==> run_1/gates.png <==
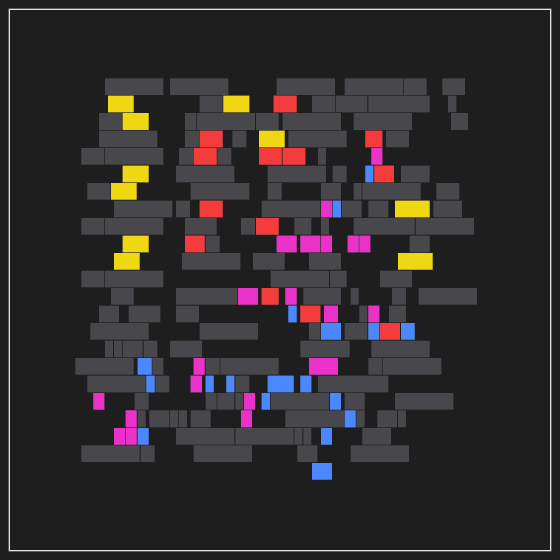
==> run_1/clock_wires.png <==
Scale bar: 20 microns.
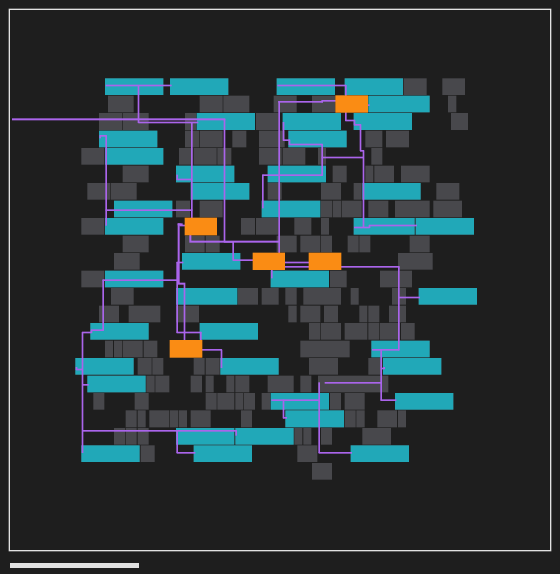
==> run_1/ff_map.png <==
Other sequential cells in the stronger gray, the rest of the logic in the fainter gray.
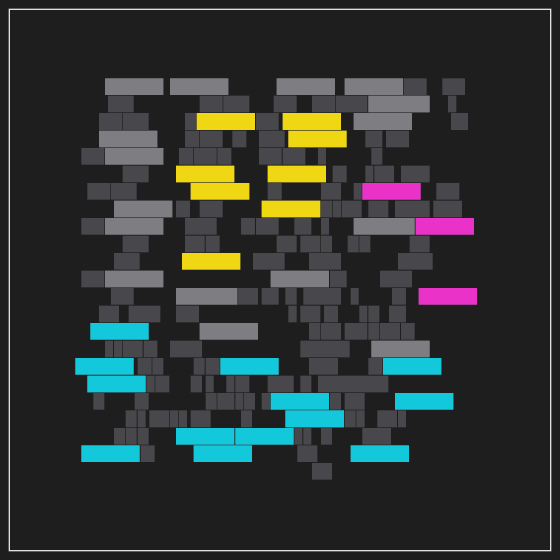
**src/rtl/uart_pkg.sv**
```systemverilog
// Shared types and constants for the UART transmit path.
// Frame constants cover both the 8N1 build and the UART_TX_PARITY_EN (8E1) build.
package uart_pkg;

  typedef enum logic [2:0] {
    IDLE,
    START,
    DATA,
    PARITY,
    STOP
  } tx_state_t;

  localparam int DATA_BITS      = 8;
  localparam int FRAME_BITS_8N1 = 10;
  localparam int FRAME_BITS_8E1 = 11;

  // Even parity: the bit that makes the total count of ones in byte+parity even.
  function automatic logic even_parity(input logic [DATA_BITS-1:0] d);
    return ^d;
  endfunction

endpackage

```
**src/rtl/uart_baud_gen.sv**
```systemverilog
// Bit-period timer: counts 0..CLKS_PER_BIT-1 and flags the last cycle of each bit.
// Holding clear keeps the count at zero so the next bit period starts aligned.
module uart_baud_gen #(
  parameter int CLKS_PER_BIT = 5208
) (
  input  logic clk,
  input  logic reset,
  input  logic clear,
  output logic bit_end
);

  localparam int CW = $clog2(CLKS_PER_BIT);
  localparam logic [CW-1:0] LAST = CW'(CLKS_PER_BIT - 1);

  logic [CW-1:0] cnt;

  always_ff @(posedge clk or posedge reset) begin
    if (reset) begin
      cnt <= '0;
    end else if (clear || bit_end) begin
      cnt <= '0;
    end else begin
      cnt <= cnt + 1'b1;
    end
  end

  assign bit_end = (cnt == LAST);

endmodule

```
**src/rtl/uart_tx_serializer.sv**
```systemverilog
// Double-buffered UART transmitter: holding register feeding an 8N1 shifter.
// Define UART_TX_PARITY_EN to insert an even-parity bit (8E1 frame).
module uart_tx_serializer
  import uart_pkg::*;
#(
  parameter int CLKS_PER_BIT = 5208
) (
  input  logic       clk,
  input  logic       reset,
  input  logic       ldtxdata,
  input  logic [7:0] txdata,
  output logic       txempty,
  output logic       txidle,
  output logic       overrun,
  output logic       tx
);

  tx_state_t            state;
  logic [DATA_BITS-1:0] hold;
  logic [DATA_BITS-1:0] shift;
  logic                 hold_full;
  logic [2:0]           bit_idx;
  logic                 bit_end;
  logic                 stop_done;
  logic                 xfer;
  logic                 hold_full_nxt;
  logic                 idle_nxt;
`ifdef UART_TX_PARITY_EN
  logic                 parity_bit;
`endif

  uart_baud_gen #(
    .CLKS_PER_BIT(CLKS_PER_BIT)
  ) u_baud_gen (
    .clk    (clk),
    .reset  (reset),
    .clear  (state == IDLE),
    .bit_end(bit_end)
  );

  // A held byte moves to the shifter whenever the line is free: at once from
  // IDLE, or on the last stop-bit cycle so frames run back to back.
  assign stop_done     = (state == STOP) && bit_end;
  assign xfer          = hold_full && ((state == IDLE) || stop_done);
  assign hold_full_nxt = ldtxdata || (hold_full && !xfer);
  assign idle_nxt      = !hold_full && ((state == IDLE) || stop_done);

  // NOTE: non-blocking assignments throughout, so every branch sees pre-edge
  // values -- shift <= hold picks up the old byte even when a new one lands.
  always_ff @(posedge clk or posedge reset) begin
    if (reset) begin
      state     <= IDLE;
      hold      <= '0;
      hold_full <= 1'b0;
      shift     <= '0;
      bit_idx   <= '0;
      overrun   <= 1'b0;
      tx        <= 1'b1;
      txempty   <= 1'b1;
      txidle    <= 1'b1;
`ifdef UART_TX_PARITY_EN
      parity_bit <= 1'b0;
`endif
    end else begin
      if (ldtxdata) begin
        if (!hold_full || xfer) begin
          hold      <= txdata;
          hold_full <= 1'b1;
        end else begin
          overrun <= 1'b1;
        end
      end else if (xfer) begin
        hold_full <= 1'b0;
      end

      txempty <= !hold_full_nxt;
      txidle  <= !hold_full_nxt && idle_nxt;

      if (xfer) begin
        shift <= hold;
        state <= START;
        tx    <= 1'b0;
`ifdef UART_TX_PARITY_EN
        parity_bit <= even_parity(hold);
`endif
      end else begin
        case (state)
          IDLE: tx <= 1'b1;
          START: begin
            if (bit_end) begin
              state <= DATA;
              tx    <= shift[0];
            end
          end
          DATA: begin
            if (bit_end) begin
              bit_idx <= bit_idx + 3'd1;
              if (bit_idx == 3'(DATA_BITS - 1)) begin
`ifdef UART_TX_PARITY_EN
                state <= PARITY;
                tx    <= parity_bit;
`else
                state <= STOP;
                tx    <= 1'b1;
`endif
              end else begin
                shift <= shift >> 1;
                tx    <= shift[1];
              end
            end
          end
`ifdef UART_TX_PARITY_EN
          PARITY: begin
            if (bit_end) begin
              state <= STOP;
              tx    <= 1'b1;
            end
          end
`endif
          STOP: begin
            if (bit_end) begin
              state <= IDLE;
              tx    <= 1'b1;
            end
          end
          default: begin
            state <= IDLE;
            tx    <= 1'b1;
          end
        endcase
      end
    end
  end

endmodule
```
**config.mk**
```make
export PLATFORM = sky130hd
export DESIGN_NAME = uart_tx_serializer
export DESIGN_NICKNAME = d
export VERILOG_FILES = /design/src/rtl/uart_pkg.sv /design/src/rtl/uart_baud_gen.sv /design/src/rtl/uart_tx_serializer.sv
export SDC_FILE = /design/constraint.sdc
export NUM_CORES = 1
export LEC_CHECK = 0
export CAP_MARGIN = 0
export CELL_PAD_IN_SITES_DETAIL_PLACEMENT = 0
export CELL_PAD_IN_SITES_GLOBAL_PLACEMENT = 1
export CORE_MARGIN = 10
export CORE_UTILIZATION = 46
export DETAILED_ROUTE_END_ITERATION = 8
export PLACE_DENSITY_LB_ADDON = 0.1
export SLEW_MARGIN = 40
export SYNTH_ARGS = -nofsm -noshare
export SYNTH_HDL_FRONTEND = slang
export SYNTH_SLANG_ARGS = --single-unit
```
**constraint.sdc**
```tcl
create_clock -name clk -period 2.8 [get_ports clk]
set_input_delay 0.7 -clock clk [delete_from_list [all_inputs] [get_ports clk]]
set_output_delay 0.7 -clock clk [all_outputs]
set_load 0.02 [all_outputs]
```
==> results_dict.tcl, run 1 <==
# flow metrics
set metrics [dict create \
    num-nonclk-inverters 4 \
    min_period_over_period_pct 84.8 \
    grt_usage_pct 11.0 \
    grt_use_met3_pct 3.81 \
    cts_tree "yes" \
    first_global_vias 1374 \
    largestClassByArea "flip-flops and latches" \
    postSynthSeqShare_pct 53.4 \
    fp_nets 176 \
    power_leader "registers" \
    postRouteAntennaNets 0 \
    layout-drive-gt1-share_pct 17.6 \
    top_layer "met4" \
    ys_sh_adder_pct 1.99 \
    diodes 0 \
    peakVddDrop_mv 0.411 \
    grt_start_max_net_pins 41 \
    maxClockFrequency_ghz 0.421 \
    grt_use_met1_pct 13.5 \
    final_cell_area_sq_mm 0.00220 \
    run_status "completed" \
    finalHoldViolations 0 \
    critPathBufInv 0 \
    die_h_microns 84.0 \
    synthXorXnorAreaFrac_pct 4.19 \
    area_delta_synth_final_pct 16.7 \
    cts-root-buf "clkbuf_8" \
    port_buffers 14 \
    fin_crit_ps 2370 \
    clock-sinks 40 \
    ys_cells 162 \
    vias 1300 \
    cts.repair.resized 0 \
    dpl.cell_count 224 \
    viasPerCell 5.60 \
    fillerInstances 358 \
    aoi_share_pct 12.8 \
    crit_path_start_kind "flop" \
    numCtsBuffers 5 \
]
Notes on gates.png above:
Key: non-inverting ao/oa cells = red [cells 13, most used a221o_1]; mux cells = yellow [cells 10, most used mux2_2]; nand cells = blue [cells 18, most used nand2_1]; aoi and oai cells = magenta [cells 20, most used a21oi_1, where center]
Post-Layout Cell Count: 232
most numerous logic cell after layout: dfrtp_1
Comb/total area: 38.4%

Notes on clock_wires.png above:
Key: clock-net drivers = orange [count 5]; clock wires = purple [length 485 microns]; flip-flops = cyan [count 40]
There are 6 routed clock nets.

Notes on ff_map.png above:
Key: bit_idx = magenta [flops 3]; shift = yellow [flops 8]; u_baud_gen.cnt = cyan [flops 13]
final core occ: 55.3%
sequential share of cell area: 45.7%
Seq group: 0.855 mW

==> run 1: path summary, 6_finish.rpt <==
| path | start | to | slack, ps | depth (start not counted) |
|---|---|---|---|---|
| worst min-delay path | bit_idx[0] | bit_idx[0] | 480 | 1 |
| worst min register to register | bit_idx[0] | bit_idx[0] | 480 | 1 |
| max in group asynchronous | reset | tx | 1610 | 3 |
| worst max register to register | u_baud_gen.cnt[0] | hold[3] | 430 | 5 |
| worst max-delay path | u_baud_gen.cnt[0] | hold[3] | 430 | 5 |
| min in group asynchronous | reset | hold_full | 820 | 3 |
==> run 1: worst register-to-register path, stage by stage (launching register included) <==
cell      delay [ps]
dfrtp_1          400
ha_1             260
nand4b_1         360
o31a_1           430
a21oi_2          420
mux2_2           400
==> run 2: changes to the inputs <==
Clock period 2.8 ns to 2.5 ns, I/O delays scaled along.
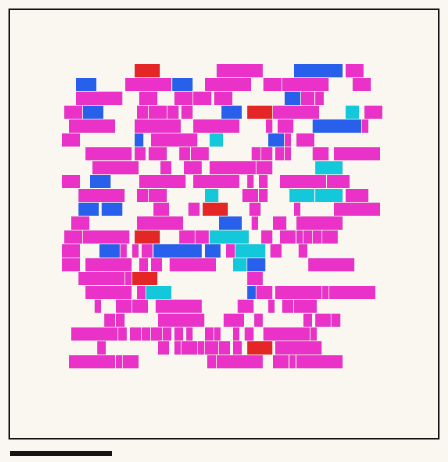
(run_2/sizing.png)
Scale bar: 20 microns.
Key: x3 and x4 = cyan [cells 10, most used buf_4]; x2 = blue [cells 18, most used mux2_2]; x1 and smaller = magenta [cells 149, most used dfrtp_1]; x6 and larger = red [cells 6, most used clkbuf_8]
Setup WS post-layout: 132 ps
Buffers excl. clock: 18
fin area: 0.00219 sq mm
area grow syn2layout: 16.3%

==> run 2 against run 1 <==
Count of clock-buffer cells in the layout stayed put. Synthesized cell count unchanged. Total power increased by 8.2%. Die area unchanged. Register-to-register slack got worse by 290 ps. Worst setup slack worse by 290 ps.
==> results_dict.tcl, run 2 <==
# flow metrics
set metrics [dict create \
    fillerInstances 349 \
    min_period_over_period_pct 94.7 \
    die_h_microns 84.0 \
    critPathBufInv 0 \
    r2r_slack_ps 130 \
    clockPowerShare_pct 23.6 \
    fp_nets 176 \
    path_depth 4 \
    grt_start_max_net_pins 41 \
    largestClassByArea "flip-flops and latches" \
    cts.repair.resized 0 \
    postSynthSeqShare_pct 53.4 \
    layout-drive-gt1-share_pct 18.6 \
    num-nonclk-inverters 4 \
    synth-main-ff-cell "dfrtp_1" \
    startpoint "u_baud_gen.cnt[8]" \
    sh_seq_area_pct 45.9 \
    whs_endpoint "overrun" \
    post-dp-hpwl_microns 2570 \
    ff2ff_path_depth 4 \
    maxClockFrequency_ghz 0.422 \
    postRouteAntennaNets 0 \
    finalHoldViolations 0 \
    synthXorXnorAreaFrac_pct 4.19 \
    cts_tree "yes" \
    synthesis.area_sq_mm 0.00188 \
    stdcell_count 233 \
    power_leader "registers" \
    viasPerCell 5.65 \
    aoi_share_pct 12.8 \
    fin_crit_ps 2370 \
    diodes 0 \
    ys_cells 162 \
    port_buffers 14 \
    crit_path_end "hold[7]" \
    peakVddDrop_mv 0.416 \
    p_seq_mw 0.957 \
    clock-sinks 40 \
    crit_path_start_kind "flop" \
    comb_share_pct 38.6 \
    grt_usage_pct 11.1 \
    dpl.cell_count 225 \
    lay_top_count "dfrtp_1" \
    numCtsBuffers 5 \
    run_status "completed" \
    r2r-start "u_baud_gen.cnt[8]" \
    min_path_cells 1 \
]
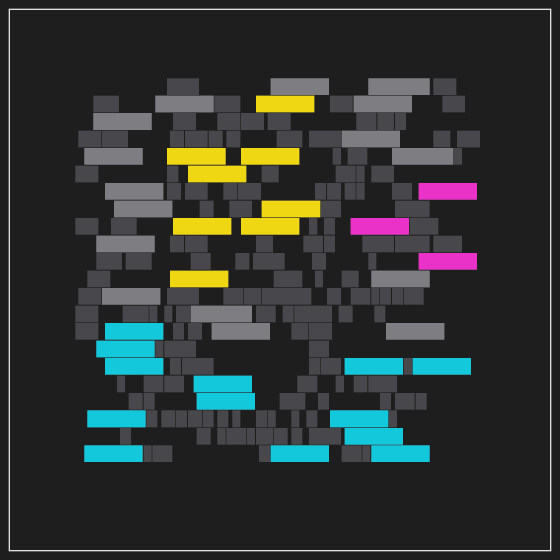
(run_2/ff_map.png)
Other sequential cells in the stronger gray, the rest of the logic in the fainter gray.
Key: u_baud_gen.cnt = cyan [flops 13]; shift = yellow [flops 8]; bit_idx = magenta [flops 3]
Another 16 sequential cells are not colored.

[run 2: routing by layer]
metal	vias up	global-route usage (%)	share of wire, %
met3	8	3.42	3.2
met1	643	14.0	50
met4	0	5.48	2.4
met2	21	16.7	44
li1	645	-	-
met5	-	0	0
[run 2: cells by family (layout without fill, tap and decap cells)]
| kind of cell | Yosys count | after routing |
|---|---|---|
| AOI/OAI and AO/OA | 33 | 33 |
| xor gates and xnor gates | 9 | 9 |
| adders and majority gates | 3 | 3 |
| buffers and inverters | 9 | 30 |
| DFF | 40 | 40 |
| muxes | 10 | 10 |
| and+or+nand+nor | 58 | 58 |
[run 2: worst register-to-register path, delay by kind of cell (launching register included)]
kind	cells	cell delay, ps
compound gates	2	810
flops	1	450
mux	1	400
simple gates	1	610
Power is estimated from default activity; no workload was simulated.
